==> config.mk <==
export PLATFORM = sky130hd
export DESIGN_NAME = eight_mem_cof_arb
export DESIGN_NICKNAME = d
export VERILOG_FILES = /design/src/rtl/eight_mem_cof_pkg.sv /design/src/rtl/eight_mem_rr_arb2.sv /design/src/rtl/eight_mem_cof_arb.sv
export SDC_FILE = /design/constraint.sdc
export NUM_CORES = 1
export LEC_CHECK = 0
export CAP_MARGIN = 20
export CORE_MARGIN = 4
export CORE_UTILIZATION = 26
export CTS_BUF_LIST = sky130_fd_sc_hd__clkbuf_2
export DETAILED_ROUTE_END_ITERATION = 8
export PLACE_DENSITY = 0.53
export SLEW_MARGIN = 25
export SYNTH_ARGS = -nofsm -noshare
export SYNTH_HDL_FRONTEND = slang
export SYNTH_SLANG_ARGS = --single-unit
==> constraint.sdc <==
create_clock -name clk -period 2.1 [get_ports clk]
set_clock_uncertainty 0.15 [all_clocks]
set_input_delay 0.42 -clock clk [delete_from_list [all_inputs] [get_ports clk]]
set_output_delay 0.42 -clock clk [all_outputs]
set_load 0.02 [all_outputs]
==> src/rtl/eight_mem_cof_pkg.sv <==
// Shared types and defaults for the 8-bank coefficient memory burst arbiter.
package eight_mem_cof_pkg;

  localparam int ADDR_WIDTH_8_MEM = 15;
  localparam int DATA_WIDTH       = 32;
  localparam int LEN_WIDTH        = 8;

  localparam logic REQ_FB  = 1'b0;
  localparam logic REQ_DCT = 1'b1;

  typedef enum logic {
    IDLE  = 1'b0,
    BURST = 1'b1
  } state_e;

endpackage

==> src/rtl/eight_mem_rr_arb2.sv <==
// Two-way picker: round-robin with a registered pointer, or fixed priority to
// requester 0 when EIGHT_MEM_ARB_FIXED_PRIO_EN is defined.
module eight_mem_rr_arb2 (
  input  logic clk,
  input  logic rst_n,
  input  logic req_0,
  input  logic req_1,
  input  logic advance,
  output logic pick,
  output logic any_req
);
  import eight_mem_cof_pkg::*;

  assign any_req = req_0 | req_1;

`ifdef EIGHT_MEM_ARB_FIXED_PRIO_EN
  assign pick = req_0 ? REQ_FB : REQ_DCT;
`else
  logic ptr_q;
  logic ptr_d;

  // The preferred requester wins if it asks; the pointer then moves to the loser.
  always_comb begin
    if (ptr_q == REQ_FB) begin
      pick = req_0 ? REQ_FB : REQ_DCT;
    end else begin
      pick = req_1 ? REQ_DCT : REQ_FB;
    end
    ptr_d = ptr_q;
    if (advance) begin
      ptr_d = ~pick;
    end
  end

  always_ff @(posedge clk) begin
    if (!rst_n) begin
      ptr_q <= REQ_FB;
    end else begin
      ptr_q <= ptr_d;
    end
  end
`endif

endmodule

==> src/rtl/eight_mem_cof_arb.sv <==
// Burst-read arbiter/sequencer in front of the 8-bank coefficient controller.
// Optional build macro: EIGHT_MEM_ARB_FIXED_PRIO_EN (fixed priority to port 0).
module eight_mem_cof_arb #(
  parameter int ADDR_WIDTH_8_MEM = eight_mem_cof_pkg::ADDR_WIDTH_8_MEM,
  parameter int DATA_WIDTH       = eight_mem_cof_pkg::DATA_WIDTH,
  parameter int LEN_WIDTH        = eight_mem_cof_pkg::LEN_WIDTH
) (
  input  logic                        clk,
  input  logic                        rst_n,
  input  logic                        req_0,
  input  logic [ADDR_WIDTH_8_MEM-1:0] addr_0,
  input  logic [LEN_WIDTH-1:0]        len_0,
  output logic                        gnt_0,
  input  logic                        req_1,
  input  logic [ADDR_WIDTH_8_MEM-1:0] addr_1,
  input  logic [LEN_WIDTH-1:0]        len_1,
  output logic                        gnt_1,
  output logic [ADDR_WIDTH_8_MEM-1:0] mem_addr,
  output logic                        mem_cen_sel,
  input  logic [DATA_WIDTH-1:0]       mem_rd_data,
  output logic [DATA_WIDTH-1:0]       rd_data,
  output logic                        rd_valid,
  output logic                        rd_id,
  output logic                        rd_last,
  output logic                        busy
);
  import eight_mem_cof_pkg::*;

  state_e                      state_q, state_d;
  logic [ADDR_WIDTH_8_MEM-1:0] cur_addr_q, cur_addr_d;
  logic [LEN_WIDTH-1:0]        cnt_q, cnt_d;
  logic                        owner_q, owner_d;
  logic                        gnt_0_q, gnt_0_d;
  logic                        gnt_1_q, gnt_1_d;
  logic [ADDR_WIDTH_8_MEM-1:0] mem_addr_q, mem_addr_d;
  logic                        cen_q, cen_d;
  logic                        iss_owner_q, iss_owner_d;
  logic                        iss_last_q, iss_last_d;
  logic                        rd_valid_q, rd_valid_d;
  logic                        rd_id_q, rd_id_d;
  logic                        rd_last_q, rd_last_d;
  logic                        pick;
  logic                        any_req;
  logic                        advance;

  eight_mem_rr_arb2 u_arb (
    .clk     (clk),
    .rst_n   (rst_n),
    .req_0   (req_0),
    .req_1   (req_1),
    .advance (advance),
    .pick    (pick),
    .any_req (any_req)
  );

  always_comb begin
    state_d     = state_q;
    cur_addr_d  = cur_addr_q;
    cnt_d       = cnt_q;
    owner_d     = owner_q;
    mem_addr_d  = mem_addr_q;
    gnt_0_d     = 1'b0;
    gnt_1_d     = 1'b0;
    cen_d       = 1'b0;
    iss_owner_d = 1'b0;
    iss_last_d  = 1'b0;
    advance     = 1'b0;
    unique case (state_q)
      IDLE: begin
        if (any_req) begin
          advance    = 1'b1;
          gnt_0_d    = (pick == REQ_FB);
          gnt_1_d    = (pick == REQ_DCT);
          cur_addr_d = (pick == REQ_DCT) ? addr_1 : addr_0;
          cnt_d      = (pick == REQ_DCT) ? len_1 : len_0;
          owner_d    = pick;
          state_d    = BURST;
        end
      end
      BURST: begin
        // Address wraps modulo 2^15, crossing bank 7 into bank 0 with no special case.
        cen_d       = 1'b1;
        mem_addr_d  = cur_addr_q;
        cur_addr_d  = cur_addr_q + ADDR_WIDTH_8_MEM'(1);
        cnt_d       = cnt_q - LEN_WIDTH'(1);
        iss_owner_d = owner_q;
        if (cnt_q == '0) begin
          iss_last_d = 1'b1;
          state_d    = IDLE;
        end
      end
      default: state_d = IDLE;
    endcase
    rd_valid_d = cen_q;
    rd_id_d    = iss_owner_q;
    rd_last_d  = iss_last_q;
  end

  always_ff @(posedge clk) begin
    if (!rst_n) begin
      state_q     <= IDLE;
      cur_addr_q  <= '0;
      cnt_q       <= '0;
      owner_q     <= 1'b0;
      gnt_0_q     <= 1'b0;
      gnt_1_q     <= 1'b0;
      mem_addr_q  <= '0;
      cen_q       <= 1'b0;
      iss_owner_q <= 1'b0;
      iss_last_q  <= 1'b0;
      rd_valid_q  <= 1'b0;
      rd_id_q     <= 1'b0;
      rd_last_q   <= 1'b0;
    end else begin
      state_q     <= state_d;
      cur_addr_q  <= cur_addr_d;
      cnt_q       <= cnt_d;
      owner_q     <= owner_d;
      gnt_0_q     <= gnt_0_d;
      gnt_1_q     <= gnt_1_d;
      mem_addr_q  <= mem_addr_d;
      cen_q       <= cen_d;
      iss_owner_q <= iss_owner_d;
      iss_last_q  <= iss_last_d;
      rd_valid_q  <= rd_valid_d;
      rd_id_q     <= rd_id_d;
      rd_last_q   <= rd_last_d;
    end
  end

  // Busy covers the issue register and the return stage so it drops after rd_last.
  assign gnt_0       = gnt_0_q;
  assign gnt_1       = gnt_1_q;
  assign mem_addr    = mem_addr_q;
  assign mem_cen_sel = cen_q;
  assign rd_valid    = rd_valid_q;
  assign rd_id       = rd_id_q;
  assign rd_last     = rd_last_q;
  assign rd_data     = rd_valid_q ? mem_rd_data : '0;
  assign busy        = (state_q != IDLE) | cen_q | rd_valid_q;

endmodule

Register map, names as in the netlist:
Scale: 2 px per um. Other sequential cells in the stronger grey, the rest of the logic in the fainter grey.
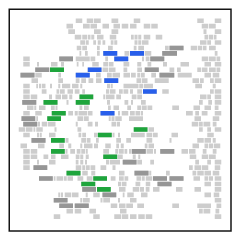
legend:
  cur_addr_q:
    colour: green
    placed_flops: 15
  cnt_q:
    colour: blue
    placed_flops: 8
not coloured: 26

Clock distribution:
Scale: 2 px per um.
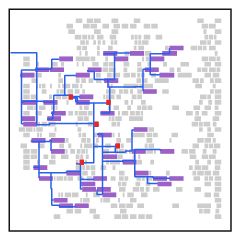
legend:
  flip-flops:
    colour: purple
    count: 49
  clock-net drivers:
    colour: red
    count: 5
  clock wires:
    colour: blue
    length: 649 um
routed clock nets: 6

==> results_tabular.tex <==
% Auto-generated results table
\begin{tabular}{lr}
\hline
Metric & Value \\
\hline
\multicolumn{2}{l}{\textbf{Yosys}} \\
Seq share, synth & 36.2\% \\
Cell types with the highest counts after synthesis & sky130\_fd\_sc\_hd\_\_dfxtp\_1, sky130\_fd\_sc\_hd\_\_and2\_1, sky130\_fd\_sc\_hd\_\_mux2i\_1, sky130\_fd\_sc\_hd\_\_nor2\_1, sky130\_fd\_sc\_hd\_\_nand2\_1 \\
Async S/R FF share, synth & 0\% \\
Most frequent cell after synthesis & sky130\_fd\_sc\_hd\_\_dfxtp\_1 \\
Main synth FF type & sky130\_fd\_sc\_hd\_\_dfxtp\_1 \\
\multicolumn{2}{l}{\textbf{Final timing}} \\
Number of hold violations in the final report & 0 \\
Post-route setup TNS & 0 ps \\
Worst hold slack & between 300 and 400 ps \\
Highest clock frequency the design can meet & 498 MHz \\
Tightest slew margin relative to the limit & roughly 64\% \\
\multicolumn{2}{l}{\textbf{Cells and area}} \\
Multi-input combinational cell count & roughly 240 \\
Combinational share of cell area & 35.9\% \\
Layout cells sized above 1 & between 10\% and 20\% \\
Area added between synthesis and finish & 64.5\% \\
Final Util & 43.6\% \\
Net count of the finished layout & approximately 550 \\
\multicolumn{2}{l}{\textbf{Global route}} \\
Global-route met3 utilization & around 3.7\% \\
First-pass GRT wire length & between 10,000 and 15,000 um \\
Met2 usage in global routing & between 20\% and 30\% \\
Vias in the first global route & $\sim$2.8k \\
\multicolumn{2}{l}{\textbf{Run status}} \\
Outcome & completed \\
\multicolumn{2}{l}{\textbf{Job}} \\
Tally of max-capacitance violations & 0 \\
\multicolumn{2}{l}{\textbf{Route}} \\
Via density & $\sim$4.9 \\
\multicolumn{2}{l}{\textbf{Die}} \\
Chip Height & about 110 um \\
Die area & 0.0121 mm\^{}2 \\
Width of the die & 110 um \\
\multicolumn{2}{l}{\textbf{Placed design}} \\
Number of buffers added on ports & about 140 \\
DP Cell Count & 597 \\
\multicolumn{2}{l}{\textbf{Clock tree}} \\
Insertion delay of the later-clocked pin in the worst-skew pair & slightly above 400 ps \\
Clock H-tree levels & 2 \\
CTS root buffer & sky130\_fd\_sc\_hd\_\_clkbuf\_2 \\
Inserted Clock Buffers & 5 \\
Worst-path clk slew & roughly 250 ps \\
Quantity of hold-fixing buffers added after cts & 0 \\
Number of instances resized during post-cts repair & 35 \\
TritonCTS Sinks & approximately 49 \\
\multicolumn{2}{l}{\textbf{Setup path}} \\
Worst setup path category & reg -> out \\
Slowest cell on the critical path & sky130\_fd\_sc\_hd\_\_clkdlybuf4s50\_1 \\
List of cells traversed by the critical path & clkdlybuf4s50\_1 \\
Kind of cell with the highest combined delay on the critical path & buffers and inverters \\
Required time of the critical path & around 1500 ps \\
\multicolumn{2}{l}{\textbf{Pwr}} \\
Largest voltage drop on the vdd net & around 0.28 mV \\
Static leakage power & 0.00179 uW \\
\multicolumn{2}{l}{\textbf{Min path}} \\
Min-delay worst type & reg -> reg \\
\hline
\end{tabular}
Placement view:
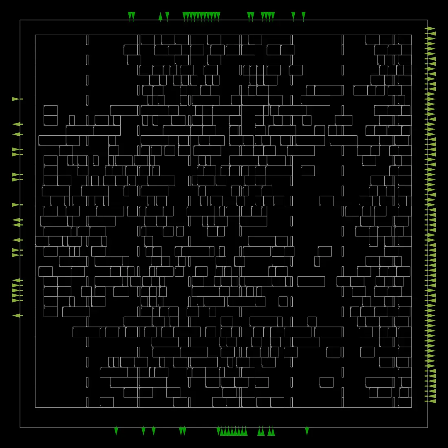
Final Non-Filler Cells: 606
Well-Tap Cells: 136

Cells coloured by class:
Scale: 2 px per um.
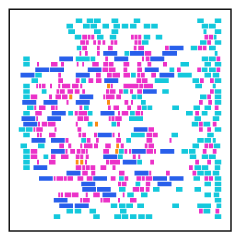
legend:
  clock drivers and dummy loads:
    colour: orange
    cells: 8
    share_of_their_area: 0.93%
  registers:
    colour: blue
    cells: 49
    share_of_their_area: 23%
  remaining buffers and delay cells:
    colour: cyan
    cells: 167
    share_of_their_area: 38%
  remaining logic cells:
    colour: magenta
    cells: 246
    share_of_their_area: 38%
area of all placed cells without fillers: 0.00446 mm^2
sequential portion of the cell area: 22.1%
core footprint: 0.0102 mm^2
number of standard-cell rows in the floorplan: 37

==> cell usage in the layout (no fill, tap or decap), types with 2 or more instances in the layout <==
| cell | count |
|---|---|
| sky130_fd_sc_hd__and4_1 | 2 |
| sky130_fd_sc_hd__mux2_2 | 2 |
| sky130_fd_sc_hd__nor3_1 | 8 |
| sky130_fd_sc_hd__a311oi_1 | 2 |
| sky130_fd_sc_hd__dfxtp_2 | 2 |
| sky130_fd_sc_hd__dlygate4sd2_1 | 4 |
| sky130_fd_sc_hd__o211ai_1 | 4 |
| sky130_fd_sc_hd__mux2i_1 | 22 |
| sky130_fd_sc_hd__nand3_1 | 16 |
| sky130_fd_sc_hd__nor4_1 | 6 |
| sky130_fd_sc_hd__inv_1 | 6 |
| sky130_fd_sc_hd__nor3b_1 | 2 |
| sky130_fd_sc_hd__a21o_1 | 5 |
| sky130_fd_sc_hd__nor2_1 | 21 |
| sky130_fd_sc_hd__a32oi_1 | 3 |
| sky130_fd_sc_hd__dfxtp_1 | 47 |
| sky130_fd_sc_hd__o21ai_0 | 12 |
| sky130_fd_sc_hd__xnor2_1 | 4 |
| sky130_fd_sc_hd__buf_12 | 6 |
| sky130_fd_sc_hd__a211oi_1 | 8 |
| sky130_fd_sc_hd__nand2_1 | 17 |
| sky130_fd_sc_hd__xor2_1 | 3 |
| sky130_fd_sc_hd__a2111oi_0 | 3 |
| sky130_fd_sc_hd__nand2b_1 | 3 |
| sky130_fd_sc_hd__ha_1 | 2 |
| sky130_fd_sc_hd__clkdlybuf4s15_1 | 23 |
| sky130_fd_sc_hd__and2_1 | 37 |
| sky130_fd_sc_hd__o221ai_1 | 3 |
| sky130_fd_sc_hd__clkbuf_2 | 12 |
| sky130_fd_sc_hd__nand4_1 | 3 |
| sky130_fd_sc_hd__nor2b_1 | 2 |
| sky130_fd_sc_hd__a21oi_1 | 12 |
| sky130_fd_sc_hd__clkinv_1 | 2 |
| sky130_fd_sc_hd__and3_1 | 7 |
| sky130_fd_sc_hd__a22oi_1 | 5 |
| sky130_fd_sc_hd__o31a_1 | 2 |
| sky130_fd_sc_hd__buf_4 | 28 |
| sky130_fd_sc_hd__clkdlybuf4s50_1 | 100 |
==> per-layer routing <==
metal	wire, um	vias up
met5	0	-
met4	91	0
met3	1040	8
met2	4800	133
met1	3750	1376
li1	-	1451
==> worst max path at each step <==
stage	end	slack (ps)	cells past startpoint
2_1_floorplan	cur_addr_q[14]	360	5
3_3_place_gp	rd_data[26]	-130	3
3_5_place_dp	rd_data[30]	-130	3
4_1_cts	rd_data[28]	7	3
5_1_grt	rd_data[21]	8	3
6_report	mem_addr[14]	90	1
==> flip-flops by register name (all words and copies together), names as in the netlist <==
| register | count |
|---|---|
| owner_q | 1 |
| u_arb.ptr_q | 1 |
| rd_last | 1 |
| rd_id | 1 |
| mem_addr | 15 |
| iss_owner_q | 1 |
| state_q | 1 |
| cur_addr_q | 15 |
| rd_valid | 1 |
| gnt_0 | 1 |
| iss_last_q | 1 |
| gnt_1 | 1 |
| mem_cen_sel | 1 |
| cnt_q | 8 |
==> where the power goes <==
group,switching (uW),internal [uW],leakage (uW)
clock network,295,98.1,0.0000332
registers,101,1030,0.000403
logic,408,484,0.00135
total,804,1610,0.00179
No activity file was given, so power comes from the tool's default toggle rates.
